$ cat src/rtl/pipe_stage_if.sv
// Bundle of controls, upstream slot fields and registered outputs for one
// pipeline register. The master drives the stage and the slave is the register itself.
interface pipe_stage_if #(
    parameter int DW    = 32,
    parameter int TW    = 2,
    parameter int EXC_W = 5
);
    logic             stall;
    logic             flush;
    logic             int_flush;
    logic             valid_in;
    logic [31:0]      pc_in;
    logic             bd_in;
    logic [DW-1:0]    payload_in;
    logic [TW-1:0]    tnew_in;
    logic [EXC_W-1:0] exc_in;
    logic [EXC_W-1:0] exc_new;

    logic             valid_out;
    logic [31:0]      pc_out;
    logic             bd_out;
    logic [DW-1:0]    payload_out;
    logic [TW-1:0]    tnew_out;
    logic [EXC_W-1:0] exc_out;
    logic             has_exc;

    modport master (
        output stall, flush, int_flush, valid_in, pc_in, bd_in,
               payload_in, tnew_in, exc_in, exc_new,
        input  valid_out, pc_out, bd_out, payload_out, tnew_out, exc_out, has_exc
    );

    modport slave (
        input  stall, flush, int_flush, valid_in, pc_in, bd_in,
               payload_in, tnew_in, exc_in, exc_new,
        output valid_out, pc_out, bd_out, payload_out, tnew_out, exc_out, has_exc
    );
endinterface

$ cat src/rtl/pipe_stage_reg.sv
// Generic inter-stage pipeline register. It supports stall, flush and interrupt flush.
// Tnew counts down and saturates at zero. When exception codes are merged, the oldest one wins.
module pipe_stage_reg #(
    parameter int          DW           = 32,
    parameter int          TW           = 2,
    parameter int          EXC_W        = 5,
    parameter logic [31:0] RESET_PC     = 32'h3000,
    parameter logic [31:0] HANDLER_PC   = 32'h4180,
    parameter bit          DEC_ON_STALL = 1'b0
) (
    input  logic         clk,
    input  logic         reset,
    pipe_stage_if.slave  bus
);

    function automatic logic [TW-1:0] sat_dec(input logic [TW-1:0] x);
        return (x == '0) ? '0 : x - TW'(1);
    endfunction

    // The earlier stage's code takes precedence. A bubble never carries an exception.
    logic [EXC_W-1:0] exc_merged;
    always_comb begin
        exc_merged = '0;
        if (bus.valid_in)
            exc_merged = (bus.exc_in != '0) ? bus.exc_in : bus.exc_new;
    end

    always_ff @(posedge clk) begin
        if (reset) begin
            bus.valid_out   <= 1'b0;
            bus.pc_out      <= RESET_PC;
            bus.bd_out      <= 1'b0;
            bus.payload_out <= '0;
            bus.tnew_out    <= '0;
            bus.exc_out     <= '0;
        end else if (bus.int_flush) begin
            bus.valid_out   <= 1'b0;
            bus.pc_out      <= HANDLER_PC;
            bus.bd_out      <= 1'b0;
            bus.payload_out <= '0;
            bus.tnew_out    <= '0;
            bus.exc_out     <= '0;
        end else if (bus.flush) begin
            // The bubble keeps the incoming PC and bd flag, so EPC stays correct
            // when an interrupt lands on it.
            bus.valid_out   <= 1'b0;
            bus.pc_out      <= bus.pc_in;
            bus.bd_out      <= bus.bd_in;
            bus.payload_out <= '0;
            bus.tnew_out    <= '0;
            bus.exc_out     <= '0;
        end else if (bus.stall) begin
            if (DEC_ON_STALL)
                bus.tnew_out <= sat_dec(bus.tnew_out);
        end else begin
            bus.valid_out   <= bus.valid_in;
            bus.pc_out      <= bus.pc_in;
            bus.bd_out      <= bus.bd_in;
            bus.payload_out <= bus.payload_in;
            bus.tnew_out    <= sat_dec(bus.tnew_in);
            bus.exc_out     <= exc_merged;
        end
    end

    assign bus.has_exc = bus.valid_out && (bus.exc_out != '0);

endmodule

$ cat src/flat_wrapper.sv
// flat-port wrapper written by rule: the top's interface ports become plain ports
module pipe_stage_reg_flat 
#(
    parameter int          DW           = 32,
    parameter int          TW           = 2,
    parameter int          EXC_W        = 5,
    parameter logic [31:0] RESET_PC     = 32'h3000,
    parameter logic [31:0] HANDLER_PC   = 32'h4180,
    parameter bit          DEC_ON_STALL = 1'b0
)
  (clk, reset, bus_stall, bus_flush, bus_int_flush, bus_valid_in, bus_pc_in, bus_bd_in, bus_payload_in, bus_tnew_in, bus_exc_in, bus_exc_new, bus_valid_out, bus_pc_out, bus_bd_out, bus_payload_out, bus_tnew_out, bus_exc_out, bus_has_exc);
  pipe_stage_if #(.DW(DW), .TW(TW), .EXC_W(EXC_W)) bus_i ();
  input  logic clk;
  input  logic reset;
  input wire logic [$bits(bus_i.stall)-1:0] bus_stall;
  input wire logic [$bits(bus_i.flush)-1:0] bus_flush;
  input wire logic [$bits(bus_i.int_flush)-1:0] bus_int_flush;
  input wire logic [$bits(bus_i.valid_in)-1:0] bus_valid_in;
  input wire logic [$bits(bus_i.pc_in)-1:0] bus_pc_in;
  input wire logic [$bits(bus_i.bd_in)-1:0] bus_bd_in;
  input wire logic [$bits(bus_i.payload_in)-1:0] bus_payload_in;
  input wire logic [$bits(bus_i.tnew_in)-1:0] bus_tnew_in;
  input wire logic [$bits(bus_i.exc_in)-1:0] bus_exc_in;
  input wire logic [$bits(bus_i.exc_new)-1:0] bus_exc_new;
  output wire logic [$bits(bus_i.valid_out)-1:0] bus_valid_out;
  output wire logic [$bits(bus_i.pc_out)-1:0] bus_pc_out;
  output wire logic [$bits(bus_i.bd_out)-1:0] bus_bd_out;
  output wire logic [$bits(bus_i.payload_out)-1:0] bus_payload_out;
  output wire logic [$bits(bus_i.tnew_out)-1:0] bus_tnew_out;
  output wire logic [$bits(bus_i.exc_out)-1:0] bus_exc_out;
  output wire logic [$bits(bus_i.has_exc)-1:0] bus_has_exc;
  assign bus_i.stall = bus_stall;
  assign bus_i.flush = bus_flush;
  assign bus_i.int_flush = bus_int_flush;
  assign bus_i.valid_in = bus_valid_in;
  assign bus_i.pc_in = bus_pc_in;
  assign bus_i.bd_in = bus_bd_in;
  assign bus_i.payload_in = bus_payload_in;
  assign bus_i.tnew_in = bus_tnew_in;
  assign bus_i.exc_in = bus_exc_in;
  assign bus_i.exc_new = bus_exc_new;
  assign bus_valid_out = bus_i.valid_out;
  assign bus_pc_out = bus_i.pc_out;
  assign bus_bd_out = bus_i.bd_out;
  assign bus_payload_out = bus_i.payload_out;
  assign bus_tnew_out = bus_i.tnew_out;
  assign bus_exc_out = bus_i.exc_out;
  assign bus_has_exc = bus_i.has_exc;
  pipe_stage_reg #(.DW(DW), .TW(TW), .EXC_W(EXC_W), .RESET_PC(RESET_PC), .HANDLER_PC(HANDLER_PC), .DEC_ON_STALL(DEC_ON_STALL)) u_core (.clk(clk), .reset(reset), .bus(bus_i));
endmodule
$ cat config.mk
export PLATFORM = sky130hd
export DESIGN_NAME = pipe_stage_reg_flat
export DESIGN_NICKNAME = d
export VERILOG_FILES = /design/src/rtl/pipe_stage_if.sv /design/src/rtl/pipe_stage_reg.sv /design/src/flat_wrapper.sv
export SDC_FILE = /design/constraint.sdc
export NUM_CORES = 1
export LEC_CHECK = 0
export CORE_ASPECT_RATIO = 0.5
export CORE_MARGIN = 2
export CORE_UTILIZATION = 50
export DETAILED_ROUTE_END_ITERATION = 6
export DONT_BUFFER_PORTS = 1
export GPL_TIMING_DRIVEN = 0
export PLACE_DENSITY_LB_ADDON = 0.08
export REMOVE_ABC_BUFFERS = 1
export SLEW_MARGIN = 30
export SYNTH_ARGS = -nofsm -noshare
export SYNTH_HDL_FRONTEND = slang
export SYNTH_SLANG_ARGS = --single-unit
$ cat constraint.sdc
create_clock -name clk -period 1.07 [get_ports clk]
set_input_delay 0.107 -clock clk [delete_from_list [all_inputs] [get_ports clk]]
set_output_delay 0.107 -clock clk [all_outputs]
set_load 0.03 [all_outputs]
run_1/layer_met1.png
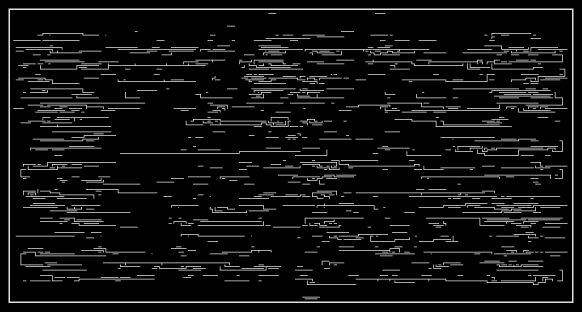
longest straight run	24.4 µm
share of all routed wire	40%

run_1/layer_met2.png
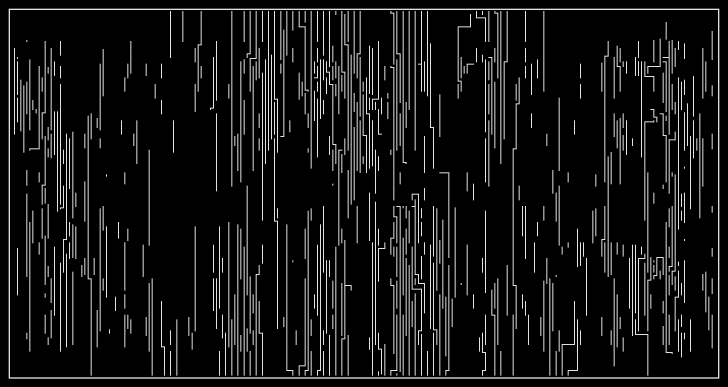
main direction	vertical
share of all routed wire	50%
longest straight run	26.3 µm
wire length on this layer	3,450 µm
nets with wire on the layer	383

==> Changelog: implementation, run 1 <==
### Implementation results

* Chip footprint at 0.00588 mm²
* Synthesized area at 0.00263 mm²
* Status: complete, but fails checks
* WP buf/inv at 0
* Critical path depth at 2
* Final setup fails at 1
* Tool Warnings at 29
* Ys cells at 293
* Clk_skew at 0 ps
* GRT met1 Usage at 23.9%
* GR Overflow Total at 0
* Min-delay src: bus_stall
* Critical Path End Type: primary output
* Nets at 446
* Ao+oa area frac at 9.58%
* Delay of the slowest critical-path stage at 540 ps
* Slowest CP cell: or4_4
* Final wirelength at 6.89 mm
* R2r startpoint: u_core.bus.pc_out[12]
* Logic area at 0.00109 mm²
* RSZ-0062 raised after global routing: true
* Worst path required time at 960 ps
* Largest net degree at the start of global routing at 41
* N_diodes at 0
* PD cells at 1590 mW/mm²
* Worst Max-Slew Pin Slew at 688 ps
* Highest net fanout along the worst path at 3
* Critical setup path kind: reg2out
* Endpoints failing hold at 35
* Failing checks: hold timing, setup timing
* FF-to-FF path depth at 2
* Starting Density at 52.5%
* Met3 Routed Length at 607 µm
* DRT met1 WL at 2.78 mm
* Top logic family: simple AND/OR/NAND/NOR gates
* Synth Warn # at 0
* Placer Congestion at 0.785
* Vias at 2,266
* Worst setup margin at -535 ps
* Final Max Tran Viols at 0
* Chip Area, Yosys at 0.00263 mm²
* Postcts setup bufs at 0
* Worst slew margin at 54.1%
* # DRC at 0
* CP Cell Sequence: or4_4 > o21a_4
* Sink Count at 73
* XORs/XNORs by Area at 0%
* Clock Pin Slew Worst Setup and Hold Paths at 70 ps
* Yosys adder share at 0%
* #FFs+latches synth at 73
* Top cells by area: dfxtp_1 56%, mux2i_1 13%, nand2_1 9.2%
* Cell type with the largest total area: dfxtp_1
* Worst Hold Depth at 2
* Core Region at 0.00500 mm²
* HPWL after DPL at 3.96 mm
* Fmax at 623 MHz
* Register share after synthesis at 55.7%
* Type of the worst min-delay path: in2reg
* Hold_ws at -72.8 ps
* H-tree levels at 3
* Setup crit start kind: register
* Avg Inst Size Synth at 8.96 µm²
* Filler cells at 360
* TritonCTS clock tree: built
* Total of max-cap violations at 0
* Met2 routed WL at 3.45 mm
run_1/layer_met3.png
Scale bar: 20 µm.
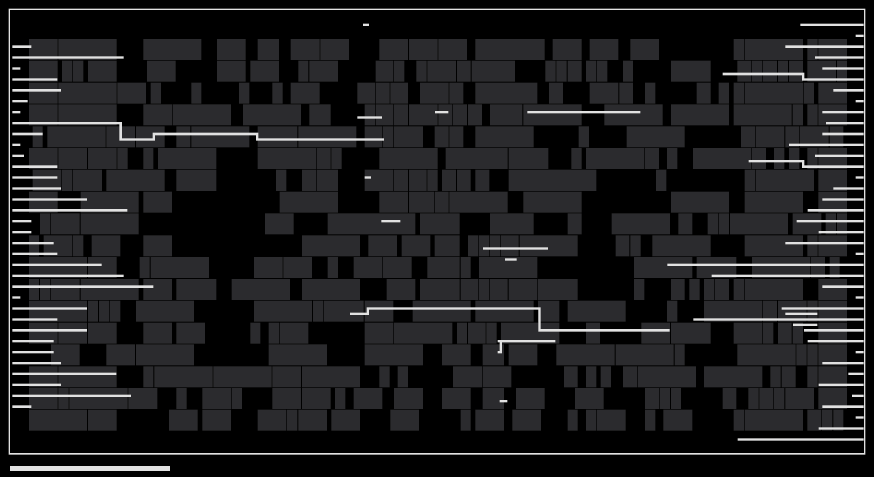
longest straight run	24.2 µm
wire length on this layer	608 µm
share of all routed wire	8.8%

==> run 1: Yosys cell counts <==
cell / n
nor3b_1: 1
nor2_1: 34
o21ai_1: 5
nand3_1: 5
or2_2: 1
nand2b_1: 2
nand3b_1: 1
buf_2: 8
or3_1: 1
mux2i_1: 34
clkbuf_1: 8
nor2b_1: 1
or2_4: 1
o21bai_1: 2
nor3_1: 2
inv_1: 5
o21a_1: 1
or4_1: 1
a21oi_1: 32
a31oi_1: 7
nand2_1: 64
buf_1: 3
dfxtp_1: 73
nor4_1: 1
==> run 1: layout make-up <==
class | instances | share of cell area [%]
flip-flops and latches | 73 | 40.0
multi-input cells | 196 | 29.7
repair buffers | 78 | 21.4
well taps | 70 | 2.39
inverters | 5 | 0.512
clock buffers | 10 | 3.75
clock inverters | 5 | 2.18
==> run 1: timing repair <==
action,in CTS,in global routing
pin swaps,0,0
setup endpoints to repair,6,1
endpoints found under the hold margin,73,35
resized,8,0
==> run 1: worst register-to-register path, delay by kind of cell, from the launching register on <==
kind            cells  cell delay [ps]
compound gates      1              160
flops               1              520
mux                 1              140
==> run 1: state kept, by name, indices dropped and copies added, names as in the netlist <==
name,count
u_core.bus.payload_out,32
u_core.bus.pc_out,32
u_core.bus.exc_out,5
u_core.bus.tnew_out,2
u_core.bus.bd_out,1
u_core.bus.valid_out,1
==> run 1: metrics by stage <==
step,util [%],std cells,instance area [µm²]
after floorplan,-,274,2540
after global placement,52.6,344,2630
after detailed placement,53.2,345,2660
after CTS,73.3,437,3670
after global routing,73.3,437,3670
final,73.3,437,3670
==> run 1: where the power goes <==
group          internal, µW  switching, µW  total, µW
logic                   310            207        517
registers              2800            221       3020
clock network          1360            941       2300
total                  4460           1370       5830
run_1/flops_by_reg.png
Scale bar: 20 µm. Other sequential cells in the stronger gray, the rest of the logic in the fainter gray.
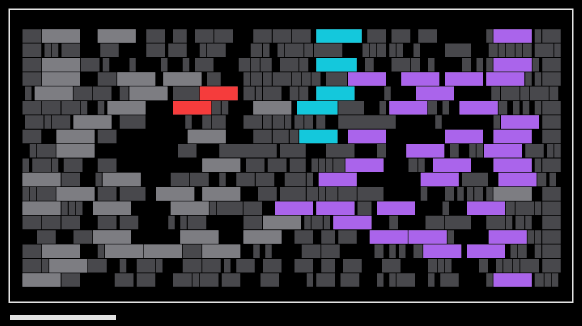

==> run 1 -> run 2 <==
--- a/config.mk
+++ b/config.mk
@@ -14,2 +14,3 @@
 export PLACE_DENSITY_LB_ADDON = 0.08
+export RECOVER_POWER = 100
 export REMOVE_ABC_BUFFERS = 1
==> constraint.sdc (replaced) <==
create_clock -name clk -period 1.07 [get_ports clk]
set_input_delay 0.214 -clock clk [delete_from_list [all_inputs] [get_ports clk]]
set_output_delay 0.214 -clock clk [all_outputs]
set_load 0.03 [all_outputs]
run_2/flops_by_reg.png
Scale bar: 20 µm. Other sequential cells in the stronger gray, the rest of the logic in the fainter gray.
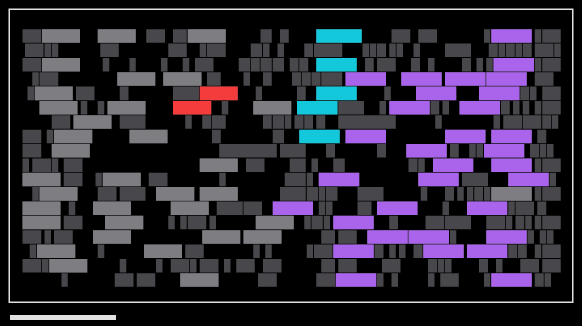
color	signal	sequential cells
purple	u_core.bus.pc_out	32
red	u_core.bus.tnew_out	2
cyan	u_core.bus.exc_out	5
not colored	34

run_2/layer_met1.png
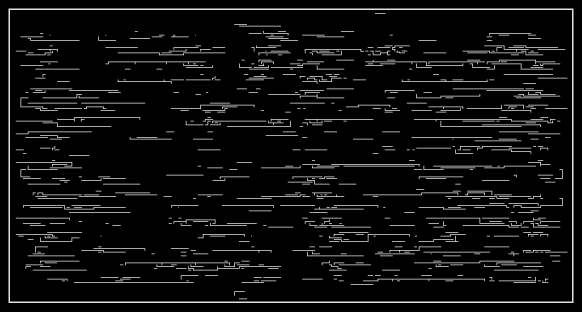
main direction	horizontal
nets with wire on the layer	348
wire length on this layer	2,370 µm
share of all routed wire	40%
longest straight run	22.5 µm

==> run 2 against run 1 <==
Against the previous run: synthesized area stayed put; combinational power shrank 33%; the flow finishes with violations (setup timing); critical path type unchanged; largest power group unchanged; die size is the same; total power decreased by 2.7%.
==> Changelog: implementation, run 2 <==
### Implementation results

* Setup crit start kind: register
* Largest net degree at the start of global routing at 40
* Hold_ws at 21.8 ps
* Worst slew margin at 55.4%
* Sequential power share at 53.3%
* Highest net fanout along the worst path at 3
* Late-Pin Clk Latency at 330 ps
* Cell type with the largest total area: dfxtp_1
* Synthesized area at 0.00263 mm²
* Top_reg_cell synth: dfxtp_1
* Top cells by area: dfxtp_1 56%, mux2i_1 13%, nand2_1 9.2%
* Post-synth EDFFs at 0
* Chip footprint at 0.00588 mm²
* Filler cells at 425
* Yosys adder share at 0%
* Switch share at 23.4%
* Layout Cells excl Fill at 385
* Slowest CP cell: or4_4
* Placed insts at 345
* Register share after synthesis at 55.7%
* Final Max Tran Viols at 0
* IO Port Bufs at 0
* Critical Path End Type: primary output
* Status: complete, but fails checks
* Final wirelength at 5.98 mm
* Top cells by count: 73 x dfxtp_1, 64 x nand2_1, 34 x mux2i_1, 34 x nor2_1, 32 x a21oi_1
* HPWL after DPL at 3.96 mm
* Fmax at 584 MHz
* Synth Area in Simple Gates at 18.0%
* Final setup fails at 6
* Critical setup path kind: reg2out
* Type of the worst min-delay path: in2reg
* Worst R2R Setup Slack at 210 ps
* Worst setup margin at -642 ps
* Tool Warnings at 27
* N_diodes at 0
* Chip Area, Yosys at 0.00263 mm²
* Power after layout at 5680 µW
* Clock Pin Slew Worst Setup and Hold Paths at 70 ps
* PD cells at 1790 mW/mm²
* Final non-filler cell area at 0.00318 mm²
* Final ANT Viol Nets at 0
* Fraction of layout cells with a size suffix above 1 at 19.0%
* TritonCTS clock tree: built
* Clock buffer depth at 2
* Clk_skew at 0 ps
* Top logic family: simple AND/OR/NAND/NOR gates
* Final core occ at 63.6%
* Ao+oa area frac at 9.58%
* Worst path required time at 860 ps
* Starting Density at 52.5%
* DP Area at 0.00266 mm²
* Drt initial violations at 142
* Clock power share at 40.6%
* Ys cells at 293
* Endpoints failing hold at 0
* Sw power at 1330 µW
* Vias at 2,055
* RSZ-0062 raised after global routing: true
* # DRC at 0
* CP Data Arrival Time at 1500 ps
* Synth Warn # at 0
* Core Region at 0.00500 mm²
* Total of max-cap violations at 0
* Internal power at 4350 µW
* Top cells excl fill/tap: 64 x nand2_1, 37 x dfxtp_2, 35 x dfxtp_1
* Sink Count at 73
* Nets at 394
* Async SR Flop Fraction at 0%
* Vias in the first global route at 1,999
* H-tree levels at 3
* Delay of the slowest critical-path stage at 540 ps
* CP Cell Sequence: or4_4 > o21a_4
* XORs/XNORs by Area at 0%
* Failing checks: setup timing
* Top flop regs: u_core.bus.payload_out x32, u_core.bus.pc_out x32, u_core.bus.exc_out x5
* Mapped Cells at 293
* #FFs+latches synth at 73
* GR Overflow Total at 0
* WP buf/inv at 0
* Placer Congestion at 0.785
* Worst Max-Slew Pin Slew at 669 ps
* Avg Inst Size Synth at 8.96 µm²
* Comb pwr share at 6.1%
* Most frequent cell after synthesis: dfxtp_1
[run 2: cell families (layout without fill, tap and decap cells)]
logic type | count (synthesis) | after routing
multiplexers | 34 | 34
AND-OR/OR-AND | 47 | 47
AND/OR/NAND/NOR | 115 | 115
flip-flops | 73 | 73
buffers and inverters | 24 | 46
[run 2: timing repair]
item / 4_1_cts / 5_1_grt
resized: 78 / 0
setup buffers: 0 / 0
hold buffers: 24 / 1
endpoints found under the hold margin: 28 / 1
setup endpoints to repair: 79 / 1
[run 2: final timing paths]
| check | start | depth (start not counted) | end |
|---|---|---|---|
| hold / removal | bus_pc_in[19] | 2 | u_core.bus.pc_out[19] |
| hold reg to reg | u_core.bus.pc_out[6] | 2 | u_core.bus.pc_out[6] |
| setup / recovery | u_core.bus.exc_out[4] | 2 | bus_has_exc |
| setup reg to reg | u_core.bus.payload_out[20] | 2 | u_core.bus.payload_out[20] |
[run 2: cell type report]
class | instances | area, µm² | area share, %
inverter | 5 | 18.8 | 0.591
tap | 70 | 87.6 | 2.76
timing repair buffer | 26 | 255 | 8.03
sequential | 73 | 1510 | 47.6
multi-input combinational | 196 | 1090 | 34.2
clock inverter | 5 | 80.1 | 2.52
clock buffer | 10 | 138 | 4.33
[run 2: per-layer routing]
layer | part of all wire [%] | GRT usage [%] | up-vias
li1 | - | - | 1005
met3 | 11 | 10.3 | 9
met1 | 40 | 19.6 | 946
met5 | 0 | 0 | -
met2 | 49 | 35.3 | 95
met4 | 0.77 | 5.57 | 0
[run 2: power by group through the flow]
stage / Combinational (µW) / Clock (µW) / Sequential, µW
after floorplan: 217 / 0 / 3060
after global placement: 250 / 0 / 3080
after detailed placement: 271 / 0 / 3080
after CTS: 348 / 2360 / 3030
after global routing: 384 / 2490 / 3030
final: 344 / 2310 / 3030
No activity file was given, so power comes from the tool's default toggle rates.
